Run 1, signal wires on met4:
Scale: 4 px per µm. Supply wires on this layer in gray.
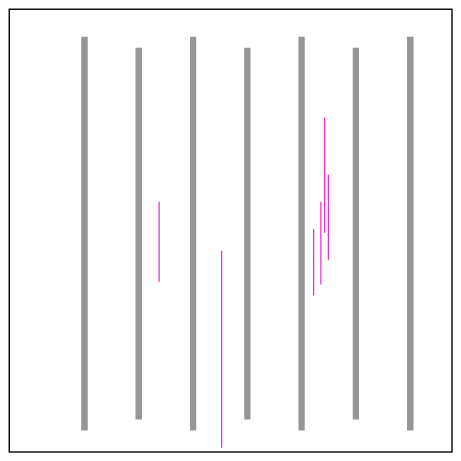
Run 1, M1 wires:
Scale: 4 px per µm. Supply wires on this layer in gray.
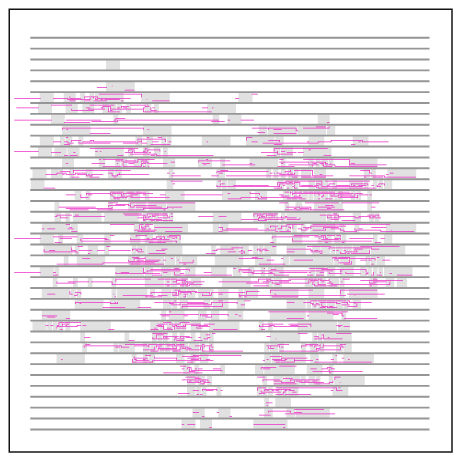
Run 1, routing congestion:
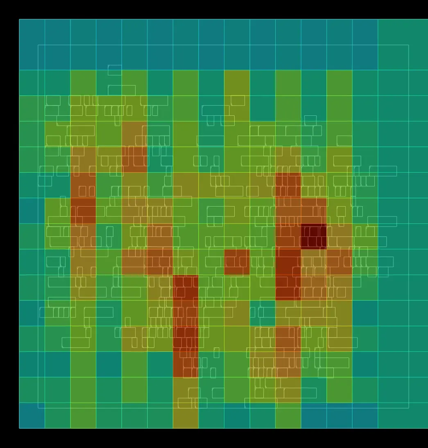
<file path="config.mk">
export PLATFORM = sky130hd
export DESIGN_NAME = ps2_host_tx
export DESIGN_NICKNAME = d
export VERILOG_FILES = /design/src/rtl/ps2_pkg.sv /design/src/rtl/ps2_line_sync.sv /design/src/rtl/ps2_host_tx.sv
export SDC_FILE = /design/constraint.sdc
export NUM_CORES = 1
export LEC_CHECK = 0
export ABC_AREA = 1
export CORE_MARGIN = 5
export CORE_UTILIZATION = 25
export CTS_CLUSTER_DIAMETER = 200
export DETAILED_ROUTE_END_ITERATION = 10
export GPL_TIMING_DRIVEN = 0
export PLACE_DENSITY = 0.43
export SYNTH_ARGS = -nofsm -noshare
export SYNTH_HDL_FRONTEND = slang
export SYNTH_HIERARCHICAL = 1
export SYNTH_SLANG_ARGS = --single-unit
</file>
<file path="constraint.sdc">
create_clock -name clk -period 2 [get_ports clk]
set_input_delay 0.3 -clock clk [delete_from_list [all_inputs] [get_ports clk]]
set_output_delay 0.3 -clock clk [all_outputs]
set_load 0.05 [all_outputs]
</file>
<file path="src/rtl/ps2_pkg.sv">
// ps2_pkg: shared PS/2 types, frame sizing and command codes for the host transmitter and scan-code receiver.
package ps2_pkg;

    typedef enum logic [2:0] {IDLE, INHIBIT, REQ, SEND, ACK, WAIT_IDLE, DONE, ERROR} state_t;

    localparam int FRAME_LEN = 11;

    localparam logic [7:0] CMD_SET_LED = 8'hED;
    localparam logic [7:0] CMD_ENABLE  = 8'hF4;
    localparam logic [7:0] CMD_RESET   = 8'hFF;
    localparam logic [7:0] RSP_ACK     = 8'hFA;
    localparam logic [7:0] BREAK       = 8'hF0;

    // Bits following the start bit, LSB first: data, odd parity, stop.
    function automatic logic [FRAME_LEN-2:0] tx_frame(input logic [7:0] d);
        return {1'b1, ~^d, d};
    endfunction

endpackage

</file>
<file path="src/rtl/ps2_line_sync.sv">
// ps2_line_sync: two-flop synchronizer for the PS/2 clock and data lines plus a falling-edge pulse on clock.
module ps2_line_sync (
    input  logic clk,
    input  logic reset,
    input  logic kb_clk_in,
    input  logic kb_data_in,
    output logic clk_s,
    output logic data_s,
    output logic fall
);

    logic [2:0] c;
    logic [1:0] d;

    // Reset to the idle-high line level so reset alone never produces an edge.
    always_ff @(posedge clk) begin
        if (reset) begin
            c <= '1;
            d <= '1;
        end else begin
            c <= {c[1:0], kb_clk_in};
            d <= {d[0], kb_data_in};
        end
    end

    assign clk_s  = c[1];
    assign data_s = d[1];
    assign fall   = c[2] & ~c[1];

endmodule

</file>
<file path="src/rtl/ps2_host_tx.sv">
// ps2_host_tx: host-to-device PS/2 command transmitter driving open-collector lines through active-low enables.
module ps2_host_tx
    import ps2_pkg::*;
#(
    parameter int INHIBIT_CYCLES = 12000,
    parameter int TIMEOUT_CYCLES = 1500000
) (
    input  logic       clk,
    input  logic       reset,
    input  logic       kb_clk_in,
    input  logic       kb_data_in,
    output logic       kb_clk_oe,
    output logic       kb_data_oe,
    input  logic       tx_start,
    input  logic [7:0] tx_data,
    output logic       tx_busy,
    output logic       tx_done,
    output logic       tx_error
);

    localparam int CW = $clog2((INHIBIT_CYCLES > TIMEOUT_CYCLES ? INHIBIT_CYCLES : TIMEOUT_CYCLES) + 1);
    localparam logic [CW-1:0] INH_LAST = CW'(INHIBIT_CYCLES - 1);
    localparam logic [CW-1:0] TO_LAST  = CW'(TIMEOUT_CYCLES - 1);

    state_t               state, state_d;
    logic [CW-1:0]        cnt, cnt_d;
    logic [3:0]           bit_cnt, bit_cnt_d;
    logic [FRAME_LEN-2:0] frame;
    logic                 clk_s, data_s, fall;
    logic                 line_active, send_fall, timed_out;
    logic                 clk_oe_d, data_oe_d;

    ps2_line_sync u_sync (
        .clk        (clk),
        .reset      (reset),
        .kb_clk_in  (kb_clk_in),
        .kb_data_in (kb_data_in),
        .clk_s      (clk_s),
        .data_s     (data_s),
        .fall       (fall)
    );

    assign line_active = state inside {REQ, SEND, ACK, WAIT_IDLE};
    assign send_fall   = fall && (state == REQ || state == SEND);
    // A fall in the expiry cycle keeps the frame alive.
    assign timed_out   = line_active && !fall && cnt == TO_LAST;

    always_ff @(posedge clk) begin
        if (reset) begin
            state      <= IDLE;
            cnt        <= '0;
            bit_cnt    <= '0;
            frame      <= '0;
            kb_clk_oe  <= 1'b0;
            kb_data_oe <= 1'b0;
        end else begin
            state      <= state_d;
            cnt        <= cnt_d;
            bit_cnt    <= bit_cnt_d;
            frame      <= (state == IDLE && tx_start) ? tx_frame(tx_data) : frame;
            kb_clk_oe  <= clk_oe_d;
            kb_data_oe <= data_oe_d;
        end
    end

    always_comb begin
        state_d = state;
        case (state)
            IDLE:      if (tx_start) state_d = INHIBIT;
            INHIBIT:   if (cnt == INH_LAST) state_d = REQ;
            REQ:       if (fall) state_d = SEND;
            SEND:      if (fall && bit_cnt == 4'd9) state_d = ACK;
            ACK:       if (fall) state_d = data_s ? ERROR : WAIT_IDLE;
            WAIT_IDLE: if (clk_s && data_s) state_d = DONE;
            default:   state_d = IDLE;
        endcase
        if (timed_out && state_d == state) state_d = ERROR;
    end

    // Our own clock pull-down during INHIBIT shows up as a fall and must not restart the count.
    always_comb begin
        cnt_d     = (state == IDLE || state_d != state || (fall && state != INHIBIT)) ? '0 : cnt + 1'b1;
        bit_cnt_d = state_d == REQ ? 4'd0 : send_fall ? bit_cnt + 4'd1 : bit_cnt;
        clk_oe_d  = state_d == INHIBIT;
        data_oe_d = (state_d inside {REQ, SEND, ACK, WAIT_IDLE})
                  ? (send_fall ? ~frame[bit_cnt] : kb_data_oe)
                  : (state_d == INHIBIT && cnt_d == INH_LAST);
        tx_busy   = state inside {INHIBIT, REQ, SEND, ACK, WAIT_IDLE};
        tx_done   = state == DONE;
        tx_error  = state == ERROR;
    end

endmodule

</file>
==> impl_metrics.yaml, run 1 <==
# synthesis and place-and-route metrics
finish:
  top_regs: "cnt x21, frame x10, bit_cnt x4"
  n_antenna_cell: 0
  drive_above_1_share_pct: 28.4
  largest-register: "cnt"
  fin_nets: 431
power:
  leakagePower_nw: 1.26
synthesis:
  synth_cells: 372
  ys_cells: 372
  synthAoiAreaFrac_pct: 8.76
  yosysTopAreaCell: "dfxtp_1"
  ys_types: 29
  synth-edff-count: 0
  top_cells_by_area: "dfxtp_1 36%, nand2_1 13%, nor2_2 7.2%"
  fp_nets: 388
final_timing:
  finalCritPeriodShare_pct: 102
  rsz0062_at_grt: "true"
  tns_ns: -0.0355
  worst_slack_ns: -0.0355
  setup_viol: 1
  max_freq_mhz: 491
critical_path:
  worstSetupPathType: "reg2reg"
  r2r-end: "kb_data_oe"
  worst-path-stages: 14
  cp_cell_sequence: "ha_4, nand2_4, nor2_4, buf_6, nand3_4, nand2_2, nand2_2, nor2_1, nand4_1, nor2_1, nand3_1, nor2_1, nand4_1, a21oi_1"
  arrival_ns: 2.28
  crit_required_ns: 2.24
  cp_slowest_stage_delay_ns: 0.37
  slowest_stage: "dfxtp_4"
  start_kind: "flip-flop"
floorplanning:
  initial_core_util_pct: 25.7
  core_area_mm2: 0.00977
  dieArea_mm2: 0.0122
  die_h_um: 110
clocking:
  clock_sinks: 45
  post_cts_resized: 37
  htreeDepth: 2
routing:
  drtIter0Drc: 97
  ant_nets: 0
placed_design:
  pre_cts_ws_ns: -0.283
  portBuffers: 17
grt:
  grt_overflow: 0
  grtUsageMet1_pct: 14.1
outcome:
  status: "complete, but fails checks"
  violations: "negative setup slack"
worst_hold_path:
  hp-start: "u_sync/d[0]"
  hp-class: "reg2reg"
run:
  drv_cap: 0
-- 'signal wires on met4' (at the start) --
main direction = vertical
longest straight run = 49.0 µm
nets with wire on the layer = 6
wire length on this layer = 155 µm
Vias: 2473
Routed Wire Length: 6.75 mm

-- 'M1 wires' (at the start) --
longest straight run = 26.7 µm
wire length on this layer = 3030 µm
nets with wire on the layer = 402
share of all routed wire = 45%
main direction = horizontal

-- 'routing congestion' (at the start) --
Wirelength per Cell: 12.3 µm
GR Layer Usage met2: 20.6%
met3 Track Usage GR: 2.15%
fin util: 34.7%

[run 1: final cells by class]
class | instances | share of cell area (%)
Buffer | 5 | 1.62
Timing Repair Buffer | 36 | 10.4
Sequential cell | 45 | 27.5
Multi-Input combinational cell | 268 | 46.0
Inverter | 54 | 6.05
Clock inverter | 2 | 1.11
Tap cell | 133 | 4.91
Clock buffer | 6 | 2.44
[run 1: where the power goes]
| group | switching [W] | internal [W] |
|---|---|---|
| clock | 0.000333 | 0.000407 |
| combinational | 0.000121 | 0.000100 |
| sequential | 0.0000142 | 0.000914 |
[run 1: worst reg2reg max path, delay by kind of cell, from the launching register on]
kind	cells	cell delay (ns)
buffers and inverters	1	0.14
flip-flops	1	0.37
adder cells (fa/ha/maj)	1	0.18
AND/OR/NAND/NOR	11	1.12
AND-OR/OR-AND	1	0.15
==> run 1 -> run 2 <==
CTS_CLUSTER_DIAMETER = unset   (was 200)
Run 2, signal wires on met4:
Scale: 4 px per µm. Supply wires on this layer in gray.
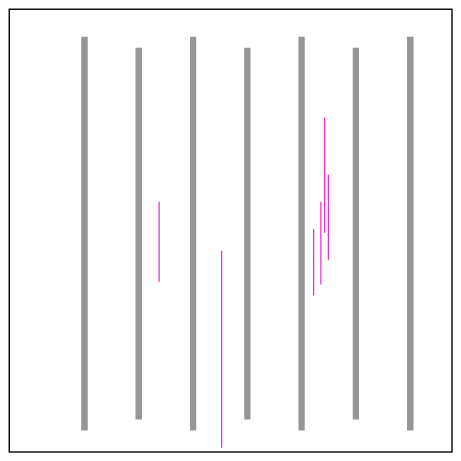

Run 2, M1 wires:
Scale: 4 px per µm. Supply wires on this layer in gray.
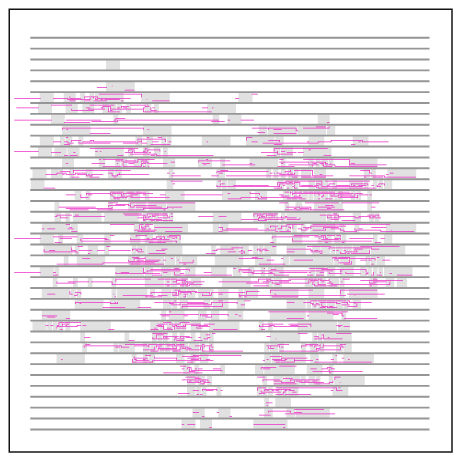
share of all routed wire = 45%
longest straight run = 26.7 µm
main direction = horizontal
wire length on this layer = 3030 µm

==> run 2 against run 1 <==
Effect of this change: the run still ends with negative setup slack left; worst setup slack unchanged; total power unchanged; clock-buffer cell count unchanged; global-route usage unchanged; cell count unchanged; clock skew unchanged; synthesized area unchanged; design area unchanged; hold slack unchanged; register-to-register slack about the same; wire length unchanged; sequential cell count unchanged; largest power group unchanged; highest routed layer unchanged.
==> impl_metrics.yaml, run 2 <==
# synthesis and place-and-route metrics
power:
  switching_share_pct: 24.8
  switchingPower_w: 0.000468
  powerComb_w: 0.000221
finish:
  dominant_cells: "multi-input combinational cells"
  layout.non_clock_buffers: 41
  seq_share_pct: 27.5
worst_hold_path:
  hp-class: "reg2reg"
critical_path:
  start_kind: "flip-flop"
  worstSetupPathType: "reg2reg"
final_timing:
  setup_viol: 1
  worst_slack_ns: -0.0355
routing:
  wl_per_cell_um: 12.3
  drtIter0Drc: 97
  vias: 2473
synthesis:
  top_cells_by_area: "dfxtp_1 36%, nand2_1 13%, nor2_2 7.2%"
  fp_nets: 388
  ys_cells: 372
  synth-edff-count: 0
grt:
  use_met2_pct: 20.6
outcome:
  violations: "negative setup slack"
  status: "complete, but fails checks"
clocking:
  clock_sinks: 45
floorplanning:
  tap-cell-count: 133
  die_h_um: 110
[run 2: cell counts after synthesis]
No cell type changed its count.
[run 2: worst min-delay path by stage]
stage	from	to	cells past startpoint	slack (ns)
6_report	u_sync/d[0]	u_sync/d[1]	2	0.41
3_5_place_dp	u_sync/d[0]	u_sync/d[1]	2	0.39
2_1_floorplan	u_sync/c[0]	u_sync/c[1]	2	0.38
5_1_grt	u_sync/d[0]	u_sync/d[1]	2	0.43
4_1_cts	u_sync/d[0]	u_sync/d[1]	2	0.41
3_3_place_gp	u_sync/c[0]	u_sync/c[1]	2	0.38
[run 2: cell families after synthesis]
kind of cell | synth area share [%]
simple gates | 38.8
buf+inv | 9.55
flops | 35.8
compound gates | 8.76
xor+xnor | 5.57
fa+ha+maj | 1.49
Power is estimated from default activity; no workload was simulated.
